## src/rtl/useq_pkg.sv

```systemverilog
// useq_pkg: shared definitions for the microprogram sequencer.
//   - SEQ_* : next-address sequencing codes held in the microword seq field
//   - state_t : sequencer run state
//   - field helpers : microword width and field positions from UADDR_W/SEL_W
package useq_pkg;

  localparam logic [1:0] SEQ_NEXT  = 2'b00;
  localparam logic [1:0] SEQ_COND  = 2'b01;
  localparam logic [1:0] SEQ_DISP  = 2'b10;
  localparam logic [1:0] SEQ_FETCH = 2'b11;

  typedef enum logic {
    ST_IDLE = 1'b0,
    ST_RUN  = 1'b1
  } state_t;

  // Microword = {seq[1:0], sel[SEL_W-1:0], addr[UADDR_W-1:0]}
  function automatic int unsigned uw_width(int unsigned uaddr_w, int unsigned sel_w);
    return 2 + sel_w + uaddr_w;
  endfunction

  function automatic int unsigned sel_lsb(int unsigned uaddr_w);
    return uaddr_w;
  endfunction

  function automatic int unsigned seq_lsb(int unsigned uaddr_w, int unsigned sel_w);
    return uaddr_w + sel_w;
  endfunction

endpackage

```

## src/rtl/useq_if.sv

```systemverilog
// useq_if: sequencer bus bundle.
//   master : drives start/stop/cond/disp_addr/ld_* (and hold when USEQ_HOLD_EN)
//            and observes strobe/upc/running/ld_err
//   slave  : the sequencer side of the same signals
// Macro USEQ_HOLD_EN adds the hold stall signal.
interface useq_if #(
  parameter int unsigned UADDR_W  = 4,
  parameter int unsigned N_STROBE = 6
);
  import useq_pkg::*;

  localparam int unsigned SEL_W = $clog2(N_STROBE + 1);
  localparam int unsigned UW    = uw_width(UADDR_W, SEL_W);

  logic                start;
  logic                stop;
  logic                cond;
  logic [UADDR_W-1:0]  disp_addr;
  logic                ld_en;
  logic [UADDR_W-1:0]  ld_addr;
  logic [UW-1:0]       ld_data;
`ifdef USEQ_HOLD_EN
  logic                hold;
`endif
  logic [N_STROBE-1:0] strobe;
  logic [UADDR_W-1:0]  upc;
  logic                running;
  logic                ld_err;

  modport master (
    output start, stop, cond, disp_addr, ld_en, ld_addr, ld_data,
`ifdef USEQ_HOLD_EN
    output hold,
`endif
    input  strobe, upc, running, ld_err
  );

  modport slave (
    input  start, stop, cond, disp_addr, ld_en, ld_addr, ld_data,
`ifdef USEQ_HOLD_EN
    input  hold,
`endif
    output strobe, upc, running, ld_err
  );

endinterface

```

## src/rtl/useq_decode.sv

```systemverilog
// useq_decode: sel-to-one-hot strobe decoder, purely combinational.
//   i_sel    : strobe-select field; k in 1..N_STROBE sets o_strobe[k-1]
//   i_en     : when low the output is all zero
//   o_strobe : one-hot (or zero) control vector
module useq_decode #(
  parameter int unsigned N_STROBE = 6,
  parameter int unsigned SEL_W    = 3
) (
  input  logic [SEL_W-1:0]    i_sel,
  input  logic                i_en,
  output logic [N_STROBE-1:0] o_strobe
);

  // sel=0 and out-of-range codes match no k and leave the vector zero
  always_comb begin
    o_strobe = '0;
    for (int unsigned k = 1; k <= N_STROBE; k++) begin
      if (i_en && (i_sel == SEL_W'(k))) begin
        o_strobe[k-1] = 1'b1;
      end
    end
  end

endmodule

```

## src/rtl/useq_ctrl.sv

```systemverilog
// useq_ctrl: microprogram sequencer with writable control store.
//   clk  : rising-edge clock
//   rst  : asynchronous active-high reset (control store is not reset)
//   bus  : useq_if.slave - start/stop/cond/disp_addr/ld_en/ld_addr/ld_data in,
//          strobe/upc/running/ld_err out
// Macro USEQ_HOLD_EN: adds bus.hold, which in RUN freezes upc and zeroes strobe.
module useq_ctrl
  import useq_pkg::*;
#(
  parameter int unsigned UADDR_W  = 4,
  parameter int unsigned N_STROBE = 6
) (
  input logic     clk,
  input logic     rst,
  useq_if.slave   bus
);

  localparam int unsigned SEL_W   = $clog2(N_STROBE + 1);
  localparam int unsigned UW      = uw_width(UADDR_W, SEL_W);
  localparam int unsigned DEPTH   = 2 ** UADDR_W;
  localparam int unsigned SEL_LSB = sel_lsb(UADDR_W);
  localparam int unsigned SEQ_LSB = seq_lsb(UADDR_W, SEL_W);

  state_t             r_state;
  logic [UADDR_W-1:0] r_upc;
  logic               r_ld_err;
  logic [UW-1:0]      r_store [DEPTH];

  logic [UW-1:0]      w_word;
  logic [1:0]         w_seq;
  logic [SEL_W-1:0]   w_sel;
  logic [UADDR_W-1:0] w_addr;
  logic [UADDR_W-1:0] w_upc_inc;
  logic [UADDR_W-1:0] w_next;
  logic               w_run;
  logic               w_hold;

`ifdef USEQ_HOLD_EN
  assign w_hold = bus.hold;
`else
  assign w_hold = 1'b0;
`endif

  // Current microword fields
  assign w_word    = r_store[r_upc];
  assign w_seq     = w_word[SEQ_LSB +: 2];
  assign w_sel     = w_word[SEL_LSB +: SEL_W];
  assign w_addr    = w_word[UADDR_W-1:0];
  assign w_run     = (r_state == ST_RUN);
  assign w_upc_inc = r_upc + UADDR_W'(1);

  // Next-address mux; increment wraps naturally at DEPTH-1
  always_comb begin
    w_next = w_upc_inc;
    case (w_seq)
      SEQ_NEXT:  w_next = w_upc_inc;
      SEQ_COND:  w_next = bus.cond ? w_addr : w_upc_inc;
      SEQ_DISP:  w_next = bus.disp_addr;
      SEQ_FETCH: w_next = '0;
      default:   w_next = w_upc_inc;
    endcase
  end

  // Control store: written only while idle, never reset
  always_ff @(posedge clk) begin
    if (bus.ld_en && (r_state == ST_IDLE)) begin
      r_store[bus.ld_addr] <= bus.ld_data;
    end
  end

  // Run-state FSM, micro-PC and write-error pulse
  always_ff @(posedge clk or posedge rst) begin
    if (rst) begin
      r_state  <= ST_IDLE;
      r_upc    <= '0;
      r_ld_err <= 1'b0;
    end else begin
      r_ld_err <= bus.ld_en && (r_state == ST_RUN);
      case (r_state)
        ST_IDLE: begin
          r_upc <= '0;
          if (bus.start) begin
            r_state <= ST_RUN;
          end
        end
        ST_RUN: begin
          if (bus.stop) begin
            r_state <= ST_IDLE;
            r_upc   <= '0;
          end else if (!w_hold) begin
            r_upc <= w_next;
          end
        end
        default: begin
          r_state <= ST_IDLE;
          r_upc   <= '0;
        end
      endcase
    end
  end

  useq_decode #(
    .N_STROBE (N_STROBE),
    .SEL_W    (SEL_W)
  ) u_decode (
    .i_sel    (w_sel),
    .i_en     (w_run && !w_hold),
    .o_strobe (bus.strobe)
  );

  assign bus.upc     = r_upc;
  assign bus.running = w_run;
  assign bus.ld_err  = r_ld_err;

endmodule

```

## src/flat_wrapper.sv

```systemverilog
// flat-port wrapper written by rule: the top's interface ports become plain ports
module useq_ctrl_flat import useq_pkg::*;
#(
  parameter int unsigned UADDR_W  = 4,
  parameter int unsigned N_STROBE = 6
)
  (clk, rst, bus_start, bus_stop, bus_cond, bus_disp_addr, bus_ld_en, bus_ld_addr, bus_ld_data, bus_strobe, bus_upc, bus_running, bus_ld_err);
  useq_if #(.UADDR_W(UADDR_W), .N_STROBE(N_STROBE)) bus_i ();
  input logic clk;
  input logic rst;
  input wire logic [$bits(bus_i.start)-1:0] bus_start;
  input wire logic [$bits(bus_i.stop)-1:0] bus_stop;
  input wire logic [$bits(bus_i.cond)-1:0] bus_cond;
  input wire logic [$bits(bus_i.disp_addr)-1:0] bus_disp_addr;
  input wire logic [$bits(bus_i.ld_en)-1:0] bus_ld_en;
  input wire logic [$bits(bus_i.ld_addr)-1:0] bus_ld_addr;
  input wire logic [$bits(bus_i.ld_data)-1:0] bus_ld_data;
  output wire logic [$bits(bus_i.strobe)-1:0] bus_strobe;
  output wire logic [$bits(bus_i.upc)-1:0] bus_upc;
  output wire logic [$bits(bus_i.running)-1:0] bus_running;
  output wire logic [$bits(bus_i.ld_err)-1:0] bus_ld_err;
  assign bus_i.start = bus_start;
  assign bus_i.stop = bus_stop;
  assign bus_i.cond = bus_cond;
  assign bus_i.disp_addr = bus_disp_addr;
  assign bus_i.ld_en = bus_ld_en;
  assign bus_i.ld_addr = bus_ld_addr;
  assign bus_i.ld_data = bus_ld_data;
  assign bus_strobe = bus_i.strobe;
  assign bus_upc = bus_i.upc;
  assign bus_running = bus_i.running;
  assign bus_ld_err = bus_i.ld_err;
  useq_ctrl #(.UADDR_W(UADDR_W), .N_STROBE(N_STROBE)) u_core (.clk(clk), .rst(rst), .bus(bus_i));
endmodule
```

## config.mk

```make
export PLATFORM = sky130hd
export DESIGN_NAME = useq_ctrl_flat
export DESIGN_NICKNAME = d
export VERILOG_FILES = /design/src/rtl/useq_pkg.sv /design/src/rtl/useq_if.sv /design/src/rtl/useq_decode.sv /design/src/rtl/useq_ctrl.sv /design/src/flat_wrapper.sv
export SDC_FILE = /design/constraint.sdc
export NUM_CORES = 1
export LEC_CHECK = 0
export CAP_MARGIN = 20
export CORE_MARGIN = 2
export CORE_UTILIZATION = 40
export CTS_CLUSTER_DIAMETER = 120
export DETAILED_ROUTE_END_ITERATION = 12
export PLACE_DENSITY = 0.57
export RECOVER_POWER = 50
export SYNTH_ARGS = -nofsm -noshare
export SYNTH_HDL_FRONTEND = slang
export SYNTH_SLANG_ARGS = --single-unit
```

## constraint.sdc

```tcl
create_clock -name clk -period 3.4 [get_ports clk]
set_input_delay 1.02 -clock clk [delete_from_list [all_inputs] [get_ports clk]]
set_output_delay 1.02 -clock clk [all_outputs]
set_load 0.01 [all_outputs]
```

**Run 1: signal wires on met4**

Supply wires on this layer in grey.
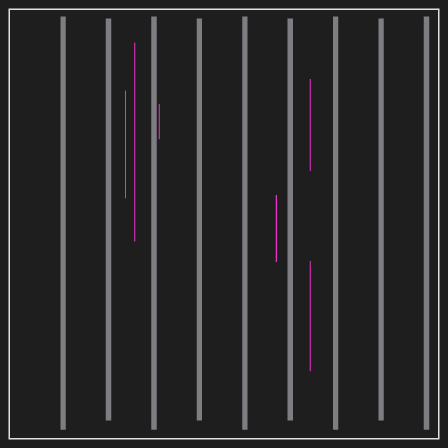
main direction = vertical
nets with wire on the layer = 3
longest straight run = 59.2 um

**Run 1: sequential cells grouped by signal name**

Other sequential cells in the stronger grey, the rest of the logic in the fainter grey.
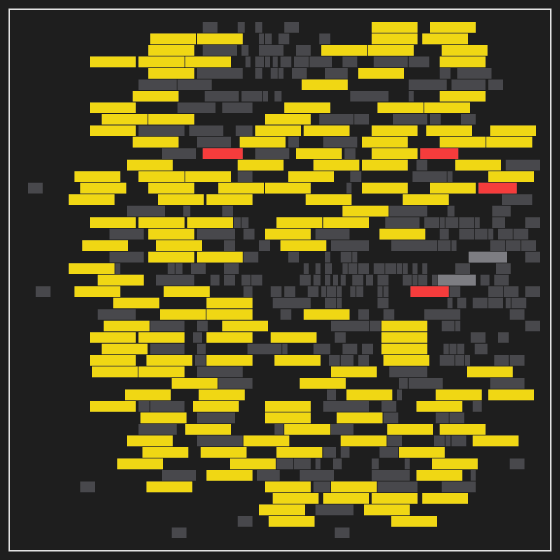
u_core.r_store -> yellow  # flops 144, where all over the die
u_core.bus.upc -> red  # flops 4
not coloured = 2

==> run_results.csv, run 1 <==
group,metric,value,unit
run_status,status,"complete, no violations",
drt,postRouteWirelength,13.6,mm
floorplanning,ios,35,
synth,synthDistinctLibCells,48,
finish,comb_share,0.206,
clock_tree,cts_root_buf,"clkbuf_16",
synth,synth-main-ff-cell,"edfxtp_1",
sta,setup_viol,0,
placed_design,hpwl,8.87,mm
finish,fin_area,7540,um^2
sta,fmax,297,MHz
sta,setup_tns,0,ns
clock_tree,cts_tree,"yes",
power,pwr-share-comb,0.106,
floorplanning,die_h,128,um
drt,via_per_inst,5.34,
clock_tree,path_clk_slew,0.06,ns
setup_path,critical_path_peak_fanout,4,
placed_design,placed_area,6910,um^2
run,warning_count,28,
sta,finClkSkew,0.00854,ns
synth,synth_top_area_share,0.705,
sta,hold_violations,0,
synth,ys_sh_adder,0.00204,
power,p_sw_frac,0.207,
power,p_leak,2.52,nW
power,seq_power,2.07,mW
sta,period_used_share,0.990,
drt,routedWlPerCell,22.9,um
clock_tree,cts_sinks,150,
sta,worst_pin_slew,0.731,ns
synth,yosysTopAreaCell,"edfxtp_1",
global_routing,overflow,0,
sta,layout_setup_ws,0.0339,ns
sta,maxSlewHeadroom,0.512,
global_routing,grt_use_total,0.179,
synth,edf_count,144,
setup_path,worstSetupEndpointType,"output port",
finish,non_clock_buffer_count,72,
synth,ys_sh_simple,0.0544,
synth,syn_inst,318,
setup_path,ff2ff_setup_slack,0.45,ns
synth,yosys_warnings,0,
floorplanning,placementRows,45,
finish,drive_above_1_share,0.280,
sta,hold_ws,0.727,ns
finish,layout_top_cells,"144 x edfxtp_1, 34 x buf_4, 29 x mux4_2, 24 x nor2_1, 19 x mux2i_1",
power,seqPwrFrac,0.450,
power,ir_drop,0.356,mV
placed_design,dp_cells,562,
finish,clk_share,0.0851,
finish,flop-count,150,
setup_path,critical_path_class,"flop to output port",
synth,aoi_share,0.0340,
placed_design,gp_congestion,0.762,
finish,sh_seq_area,0.593,
hold_path,whs_endpoint,"u_core.bus.ld_err",
floorplanning,core,15100,um^2
synth,top_cell,"edfxtp_1",
clock_tree,cts_resized,28,
**Run 1: routed clock nets over the placement**

The bar under the picture is 50 um long.
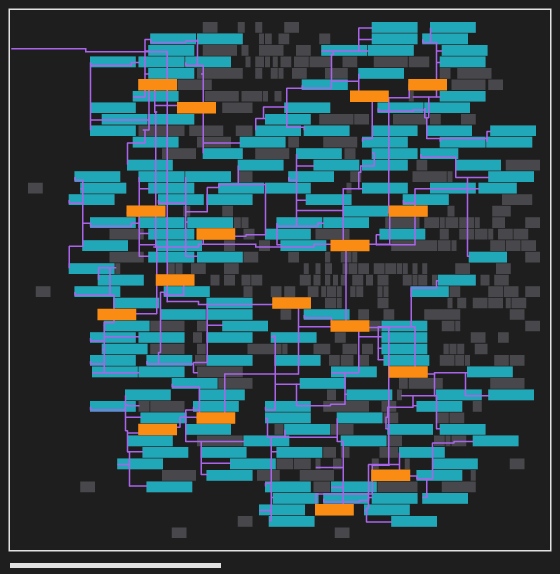
clock wires -> purple  # length 1750 um
clock drivers -> orange  # count 17
flip-flops -> cyan  # count 150
routed clock nets = 18
flops lie = all over the die

run 1: layer usage:
layer	vias up	share of wire	GRT usage
li1	1440	-	-
met1	1634	0.44	0.241
met4	0	0.013	0.0679
met5	-	0	0
met3	14	0.070	0.0447
met2	87	0.48	0.284
run 1: sequential cells by signal, summed over array words and instances (netlist names):
name                count
u_core.bus.ld_err       1
u_core.r_store        144
u_core.bus.running      1
u_core.bus.upc          4
run 1: kinds of logic after synthesis:
family | after synthesis
flops | 150
simple gates | 65
mux | 57
compound gates | 25
buf+inv | 18
xor+xnor | 2
fa+ha+maj | 1
run 1: critical path: stages (launching register included):
cell and delay, ns:
dfrtp_2 0.39, buf_12 0.12, mux4_2 0.49, mux4_2 0.48, nand2b_4 0.18, nor3_4 0.11, buf_2 0.16
**Run 1: sizing map**

The bar under the picture is 50 um long.
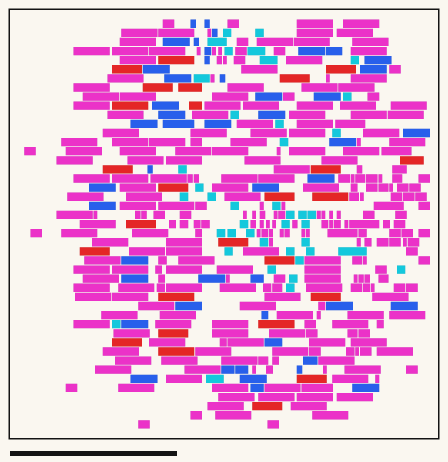

==> run 2, diff against run 1 <==
==> constraint.sdc (replaced) <==
create_clock -name clk -period 3.4 [get_ports clk]
set_input_delay 0.68 -clock clk [delete_from_list [all_inputs] [get_ports clk]]
set_output_delay 0.68 -clock clk [all_outputs]
set_load 0.01 [all_outputs]
**Run 2: sizing map**

The bar under the picture is 50 um long.
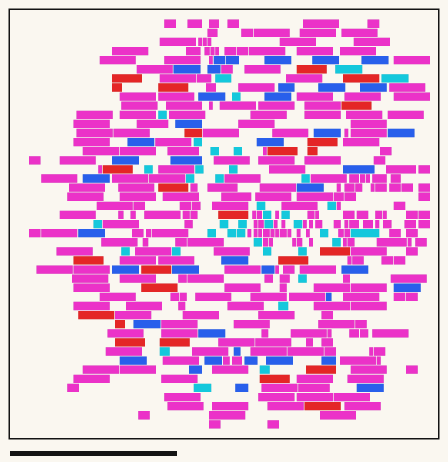
_0 and _1 cells -> magenta  # cells 296, share 74%
_2 cells -> blue  # cells 41, share 10%
_3 and _4 cells -> cyan  # cells 39, share 9.7%
_6 and larger -> red  # cells 25, share 6.2%

==> run 2 against run 1 <==
  * Register-to-register slack gained 0.25 ns
  * Cell count shrank 1.0%
  * Final area shrank 0.51%
  * Critical endpoint unchanged
  * Highest routed layer unchanged
==> run_results.csv, run 2 <==
group,metric,value,unit
synth,aoi_share,0.0340,
placed_design,gp_congestion,0.778,
run,warning_count,26,
clock_tree,cts_root_buf,"clkbuf_16",
global_routing,grt_use_total,0.181,
finish,largest_reg_flops,144,
sta,period_used_share,0.970,
power,seqPwrFrac,0.460,
synth,synthDistinctLibCells,48,
power,ir_drop,0.355,mV
sta,hold_ws,0.637,ns
finish,sh_seq_area,0.597,
drt,routed.top_layer,"met4",
finish,flop-count,150,
setup_path,worstSetupEndpointType,"output port",
synth,syn_inst,318,
setup_path,critical_path_class,"flop to output port",
finish,top_register,"u_core.r_store",
clock_tree,cts_tree,"yes",
setup_path,crit_family,"multiplexers",
global_routing,busiest_layer,"met2",
sta,worst_pin_slew,0.765,ns
run_status,status,"complete, no violations",
finish,clk_share,0.0834,
power,seq_power,2.08,mW
placed_design,dp_cells,556,
synth,synth-main-ff-cell,"edfxtp_1",
sta,maxSlewHeadroom,0.488,
synth,top_cell,"edfxtp_1",
power,p_leak,2.53,nW
global_routing,globalRouteMet1Util,0.263,
power,p_sw_frac,0.223,
drt,postRouteWirelength,13.7,mm
finish,fin_area,7500,um^2
synth,yosysTopAreaCell,"edfxtp_1",
sta,finClkSkew,0.00837,ns
setup_path,cpMaxStageDelayCell,"mux4_1",
setup_path,critical_path_peak_fanout,4,
setup_path,crit_buf_inv,2,
sta,fmax,303,MHz
global_routing,grt_use_met3,0.0434,
setup_path,cpPeakStageDelay,0.54,ns
drt,met3_wirelength,711,um
global_routing,grtUsageMet2,0.267,
synth,ys_sh_simple,0.0544,
[run 2: timing repair]
action,CTS,global route
endpoints found under the setup margin,6,3
resized,10,5
endpoints found under the hold margin,0,0
setup buffers,1,0
[run 2: worst paths after layout]
check / startpoint / to / slack, ns / cells past startpoint
setup / recovery: u_core.bus.upc[0] / bus_strobe[5] / 0.10 / 6
setup reg to reg: u_core.bus.upc[0] / u_core.bus.upc[0] / 0.70 / 6
min in group clk: u_core.bus.running / u_core.bus.ld_err / 0.74 / 1
max in group asynchronous: rst / u_core.bus.upc[0] / 2.51 / 2
hold / removal: rst / u_core.bus.upc[3] / 0.64 / 2
hold reg to reg: u_core.bus.running / u_core.bus.ld_err / 0.74 / 1
Power and IR drop assume default switching activity.
